## src/rtl/rabb_slab_reduce_if.sv

```systemverilog
// Slab-reduce handshake bundle: beat input stream and held result output.
// Optional feature in the consumer: RABB_SLAB_SWAP_EN (see rabb_slab_reduce).
interface rabb_slab_reduce_if #(
   parameter int WIDTH = 34
);
   logic             in_valid;
   logic             in_ready;
   logic             in_last;
   logic [WIDTH:0]   t_lo;
   logic [WIDTH:0]   t_hi;
   logic             out_valid;
   logic             out_ready;
   logic             hit;
   logic [WIDTH:0]   t_near;
   logic [WIDTH:0]   t_far;
   logic             axis_err;

   // Producer of beats / consumer of results.
   modport master (
      output in_valid, in_last, t_lo, t_hi, out_ready,
      input  in_ready, out_valid, hit, t_near, t_far, axis_err
   );

   // The reduction block.
   modport slave (
      input  in_valid, in_last, t_lo, t_hi, out_ready,
      output in_ready, out_valid, hit, t_near, t_far, axis_err
   );
endinterface

```

## src/rtl/rabb_slab_reduce.sv

```systemverilog
// Ray/AABB slab reduction over FloPoCo-format distances.
// Folds up to three per-axis (t_lo, t_hi) beats into max-entry / min-exit
// and reports whether the ray hits the box.
// Macro RABB_SLAB_SWAP_EN: when defined, each beat's t_lo/t_hi are swapped
// if t_lo > t_hi (negative ray direction) before reduction.
module rabb_slab_reduce #(
   parameter int WIDTH = 34
) (
   input logic                clk,
   input logic                rst,
   rabb_slab_reduce_if.slave  slab
);

   localparam int MAGW = WIDTH - 2;   // exponent + fraction bits

   // Order key of +0: class 2, zero magnitude.
   localparam logic [WIDTH:0] ZERO_KEY = {3'd2, {MAGW{1'b0}}};

   typedef enum logic [1:0] {
      ST_IDLE  = 2'd0,
      ST_ACCUM = 2'd1,
      ST_OUT   = 2'd2
   } state_t;

   // Maps an operand to an unsigned key whose integer order matches the
   // numeric order: -inf < -normal < 0 < +normal < +inf. Negative normals
   // invert their magnitude so larger magnitudes sort lower. NaN gets the
   // top class; its position is irrelevant because NaN forces a miss.
   function automatic logic [WIDTH:0] ord_key(input logic [WIDTH:0] v);
      logic [WIDTH:0] k;
      case (v[WIDTH:WIDTH-1])
         2'b00:   k = {3'd2, {MAGW{1'b0}}};
         2'b01:   k = v[WIDTH-2] ? {3'd1, ~v[MAGW-1:0]} : {3'd3, v[MAGW-1:0]};
         2'b10:   k = v[WIDTH-2] ? {3'd0, {MAGW{1'b0}}} : {3'd4, {MAGW{1'b0}}};
         default: k = {3'd7, {MAGW{1'b0}}};
      endcase
      return k;
   endfunction

   function automatic logic is_nan(input logic [WIDTH:0] v);
      return (v[WIDTH:WIDTH-1] == 2'b11);
   endfunction

   state_t          state_q;
   logic [WIDTH:0]  near_q, far_q;
   logic            nan_q;
   logic [1:0]      count_q;
   logic            hit_q;
   logic            axis_err_q;
   logic            out_valid_q;
   logic            in_ready_q;

   logic [WIDTH:0]  lo_s, hi_s;
   logic [WIDTH:0]  near_d, far_d;
   logic            nan_d;
   logic            hit_d;
   logic            accept_s;

   assign accept_s = slab.in_valid & in_ready_q;

   // Beat orientation, running max/min fold and hit decision for this beat.
   always_comb begin
      lo_s = slab.t_lo;
      hi_s = slab.t_hi;
`ifdef RABB_SLAB_SWAP_EN
      if (ord_key(slab.t_hi) < ord_key(slab.t_lo)) begin
         lo_s = slab.t_hi;
         hi_s = slab.t_lo;
      end else begin
         lo_s = slab.t_lo;
         hi_s = slab.t_hi;
      end
`endif
      if (state_q == ST_IDLE) begin
         near_d = lo_s;
         far_d  = hi_s;
         nan_d  = is_nan(lo_s) | is_nan(hi_s);
      end else begin
         // Strict compares: on a tie the stored operand is kept.
         near_d = (ord_key(lo_s) > ord_key(near_q)) ? lo_s : near_q;
         far_d  = (ord_key(hi_s) < ord_key(far_q))  ? hi_s : far_q;
         nan_d  = nan_q | is_nan(lo_s) | is_nan(hi_s);
      end
      hit_d = ~nan_d
            & (ord_key(near_d) <= ord_key(far_d))
            & (ord_key(far_d) >= ZERO_KEY);
   end

   // Ray FSM: accumulate beats, publish result, hold until consumed.
   always_ff @(posedge clk or posedge rst) begin
      if (rst) begin
         state_q     <= ST_IDLE;
         near_q      <= {(WIDTH+1){1'b0}};
         far_q       <= {(WIDTH+1){1'b0}};
         nan_q       <= 1'b0;
         count_q     <= 2'd0;
         hit_q       <= 1'b0;
         axis_err_q  <= 1'b0;
         out_valid_q <= 1'b0;
         in_ready_q  <= 1'b1;
      end else begin
         case (state_q)
            ST_IDLE, ST_ACCUM: begin
               if (accept_s) begin
                  near_q  <= near_d;
                  far_q   <= far_d;
                  nan_q   <= nan_d;
                  count_q <= count_q + 2'd1;
                  if ((state_q == ST_ACCUM) && (count_q == 2'd3)) begin
                     // Fourth beat of a ray: too many axes, force a miss.
                     state_q     <= ST_OUT;
                     axis_err_q  <= 1'b1;
                     hit_q       <= 1'b0;
                     out_valid_q <= 1'b1;
                     in_ready_q  <= 1'b0;
                  end else if (slab.in_last) begin
                     state_q     <= ST_OUT;
                     hit_q       <= hit_d;
                     out_valid_q <= 1'b1;
                     in_ready_q  <= 1'b0;
                  end else begin
                     state_q <= ST_ACCUM;
                  end
               end
            end
            ST_OUT: begin
               if (slab.out_ready) begin
                  state_q     <= ST_IDLE;
                  out_valid_q <= 1'b0;
                  in_ready_q  <= 1'b1;
                  nan_q       <= 1'b0;
                  count_q     <= 2'd0;
                  axis_err_q  <= 1'b0;
               end
            end
            default: begin
               state_q     <= ST_IDLE;
               out_valid_q <= 1'b0;
               in_ready_q  <= 1'b1;
               nan_q       <= 1'b0;
               count_q     <= 2'd0;
               axis_err_q  <= 1'b0;
               hit_q       <= 1'b0;
            end
         endcase
      end
   end

   assign slab.in_ready  = in_ready_q;
   assign slab.out_valid = out_valid_q;
   assign slab.hit       = hit_q;
   assign slab.t_near    = near_q;
   assign slab.t_far     = far_q;
   assign slab.axis_err  = axis_err_q;

endmodule

```

## src/flat_wrapper.sv

```systemverilog
// flat-port wrapper written by rule: the top's interface ports become plain ports
module rabb_slab_reduce_flat 
#(
   parameter int WIDTH = 34
)
  (clk, rst, slab_in_valid, slab_in_last, slab_t_lo, slab_t_hi, slab_out_ready, slab_in_ready, slab_out_valid, slab_hit, slab_t_near, slab_t_far, slab_axis_err);
  rabb_slab_reduce_if #(.WIDTH(WIDTH)) slab_i ();
  input logic clk;
  input logic rst;
  input wire logic [$bits(slab_i.in_valid)-1:0] slab_in_valid;
  input wire logic [$bits(slab_i.in_last)-1:0] slab_in_last;
  input wire logic [$bits(slab_i.t_lo)-1:0] slab_t_lo;
  input wire logic [$bits(slab_i.t_hi)-1:0] slab_t_hi;
  input wire logic [$bits(slab_i.out_ready)-1:0] slab_out_ready;
  output wire logic [$bits(slab_i.in_ready)-1:0] slab_in_ready;
  output wire logic [$bits(slab_i.out_valid)-1:0] slab_out_valid;
  output wire logic [$bits(slab_i.hit)-1:0] slab_hit;
  output wire logic [$bits(slab_i.t_near)-1:0] slab_t_near;
  output wire logic [$bits(slab_i.t_far)-1:0] slab_t_far;
  output wire logic [$bits(slab_i.axis_err)-1:0] slab_axis_err;
  assign slab_i.in_valid = slab_in_valid;
  assign slab_i.in_last = slab_in_last;
  assign slab_i.t_lo = slab_t_lo;
  assign slab_i.t_hi = slab_t_hi;
  assign slab_i.out_ready = slab_out_ready;
  assign slab_in_ready = slab_i.in_ready;
  assign slab_out_valid = slab_i.out_valid;
  assign slab_hit = slab_i.hit;
  assign slab_t_near = slab_i.t_near;
  assign slab_t_far = slab_i.t_far;
  assign slab_axis_err = slab_i.axis_err;
  rabb_slab_reduce #(.WIDTH(WIDTH)) u_core (.clk(clk), .rst(rst), .slab(slab_i));
endmodule
```

## config.mk

```make
export PLATFORM = sky130hd
export DESIGN_NAME = rabb_slab_reduce_flat
export DESIGN_NICKNAME = d
export VERILOG_FILES = /design/src/rtl/rabb_slab_reduce_if.sv /design/src/rtl/rabb_slab_reduce.sv /design/src/flat_wrapper.sv
export SDC_FILE = /design/constraint.sdc
export NUM_CORES = 1
export LEC_CHECK = 0
export ABC_AREA = 1
export ABC_CLOCK_PERIOD_IN_PS = 8280
export CAP_MARGIN = 20
export CORE_MARGIN = 1.5
export CORE_UTILIZATION = 50
export DETAILED_ROUTE_END_ITERATION = 12
export PLACE_DENSITY = 0.75
export SLEW_MARGIN = 25
export SYNTH_ARGS = -nofsm -noshare
export SYNTH_HDL_FRONTEND = slang
export SYNTH_SLANG_ARGS = --single-unit
```

## constraint.sdc

```tcl
create_clock -name clk -period 8.28 [get_ports clk]
set_input_delay 1.656 -clock clk [delete_from_list [all_inputs] [get_ports clk]]
set_output_delay 1.656 -clock clk [all_outputs]
set_load 0.02 [all_outputs]
```

The clock network:
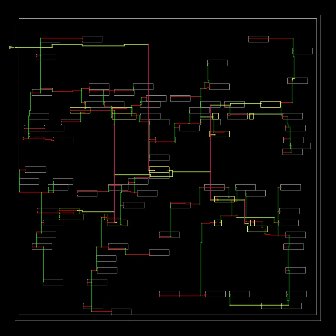
clock buf count: 10
Clock net power: 449 uW

Gate-type map:
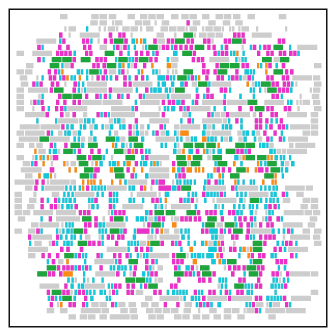
[aoi and oai cells] magenta | cells: 468 | most used: o21ai_0 | where: spread over the die
[nand cells] cyan | cells: 552 | most used: nand2_1 | where: spread over the die
[nor cells] orange | cells: 83 | most used: nor2_1
[fa/ha/maj cells] green | cells: 105 | most used: ha_1 | where: spread over the die
dominant logic cell type in the layout: nand2_1
final non-filler cell total: 1857
Comb/total area: 58.8%

==> out/qor.yml <==
status: "complete, no violations"
drive_above_1_share_pct: 3.27
clk_latency_ns: 0.36
nFillCells: 1796
antenna_cells: 0
synth_area_sq_um: 9430
cts_max_level: 3
seqPwrFrac_pct: 20.3
ctsHoldBuffers: 0
cts.path.max_buffers: 2
power-top-group: "combinational logic"
drt_wl_total_um: 27800
p_clk_share_pct: 10.8
met3_usage_pct: 3.69
postSynthSeqShare_pct: 21.0
synthCells: 1543
clock-root-buffer: "clkbuf_16"
nNonClkInverters: 116
top_area_cell: "dfrtp_1"
p_leak_uw: 0.00553
antenna_left: 0
p_comb_share_pct: 68.8
slew_viol_final: 0
chip_area_sq_um: 19700
dp_hpwl_um: 19800
design.seq.count: 79
min_period_ns: 7.32
intPower_uw: 1880
met2_usage_pct: 46.5
worstSetupPathType: "in2reg"
synth.distinct_cells: 40
switchingPower_uw: 2260
timing.final.crit_share_pct: 88.4
crit_buf_inv: 3
yosys.area_share.simple_pct: 29.8
crit_path_end_kind: "register"
cts_sinks: 79
final_net_count: 1798
yosys.cell_count.top_type: "nand2_1"
wl_met3_um: 1680
place_ws_ns: 0.333
setup.worst_path.start_class: "primary input"
yosys-top-cells-area: "dfrtp_1, nand2_1, o21ai_0"
clock_cell_area_share_pct: 2.82
seq_area_sq_um: 1980
vias_per_cell: 5.67
vias: 10522
crit_cells: 27
cp_slowest_cell: "nand2_2"
io_pins: 149
rsz0062_at_grt: "no"
groute.usage.overall_pct: 28.0
numCtsBuffers: 9
Sizing map:
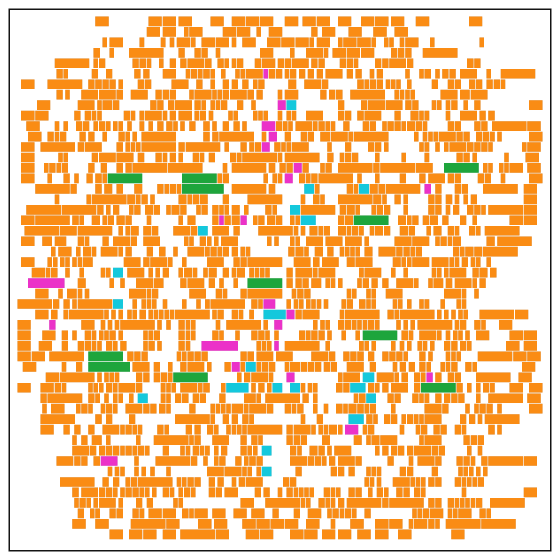
[x1 and smaller] orange | cells: 1570 | share: 97%
[x3 and x4] cyan | cells: 20 | share: 1.2%
[x2] magenta | cells: 22 | share: 1.4%
[x6 and larger] green | cells: 11 | share: 0.68%

The metal 2 layer:
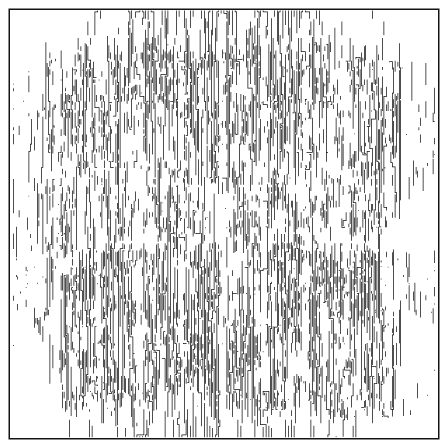
share of all routed wire: 47%
main direction: vertical

repair_timing:
| action | in CTS | in global routing |
|---|---|---|
| setup endpoints to repair | 0 | 1 |
| endpoints found under the hold margin | 0 | 0 |
| setup buffers | 0 | 0 |
| resized | 0 | 1 |
final timing paths:
path,end,slack [ns],from
max in group asynchronous,u_core.slab.t_far[34],5.51,rst
min in group asynchronous,u_core.slab.t_near[3],1.72,rst
setup / recovery,u_core.slab.hit,0.96,slab_t_lo[32]
setup reg to reg,u_core.slab.hit,2.34,u_core.slab.t_near[33]
hold reg to reg,u_core.slab.in_ready,0.49,u_core.slab.in_ready
hold / removal,u_core.slab.in_ready,0.49,u_core.slab.in_ready
cells in the final DEF (no fill, tap or decap), types with 2 or more instances in the layout:
master             n
nand2_1          445
o21ai_0          283
a21oi_1          174
clkdlybuf4s50_1  148
inv_1            110
ha_1             105
nand3_1           83
dfrtp_1           77
nor2_1            70
or2_0             31
buf_4             13
nand4_1           12
clkbuf_16          9
nand2_2            7
nor3_1             5
clkinv_2           4
o21a_1             4
o21ai_1            4
inv_2              3
nor4_1             3
a21o_1             2
and2_1             2
nor2_2             2
nand3_2            2
nand2_4            2
o21ai_4            2
o211ai_1           2
bufinv_16          2
stage by stage:
| step | utilization, % | total power (uW) | cell area, sq um | cells | hold WS (ns) |
|---|---|---|---|---|---|
| final | 60.2 | 4140 | 11200 | 1857 | 0.492 |
| after global routing | 60.2 | 4560 | 11200 | 1857 | 0.518 |
| after CTS | 60.1 | 4110 | 11200 | 1856 | 0.491 |
| after detailed placement | 58.4 | 3650 | 10900 | 1840 | 0.474 |
| after global placement | 58.4 | 3590 | 10900 | 1840 | 0.469 |
| after floorplan | - | 2780 | 9430 | 1543 | 0.453 |
Power is estimated from default activity; no workload was simulated.
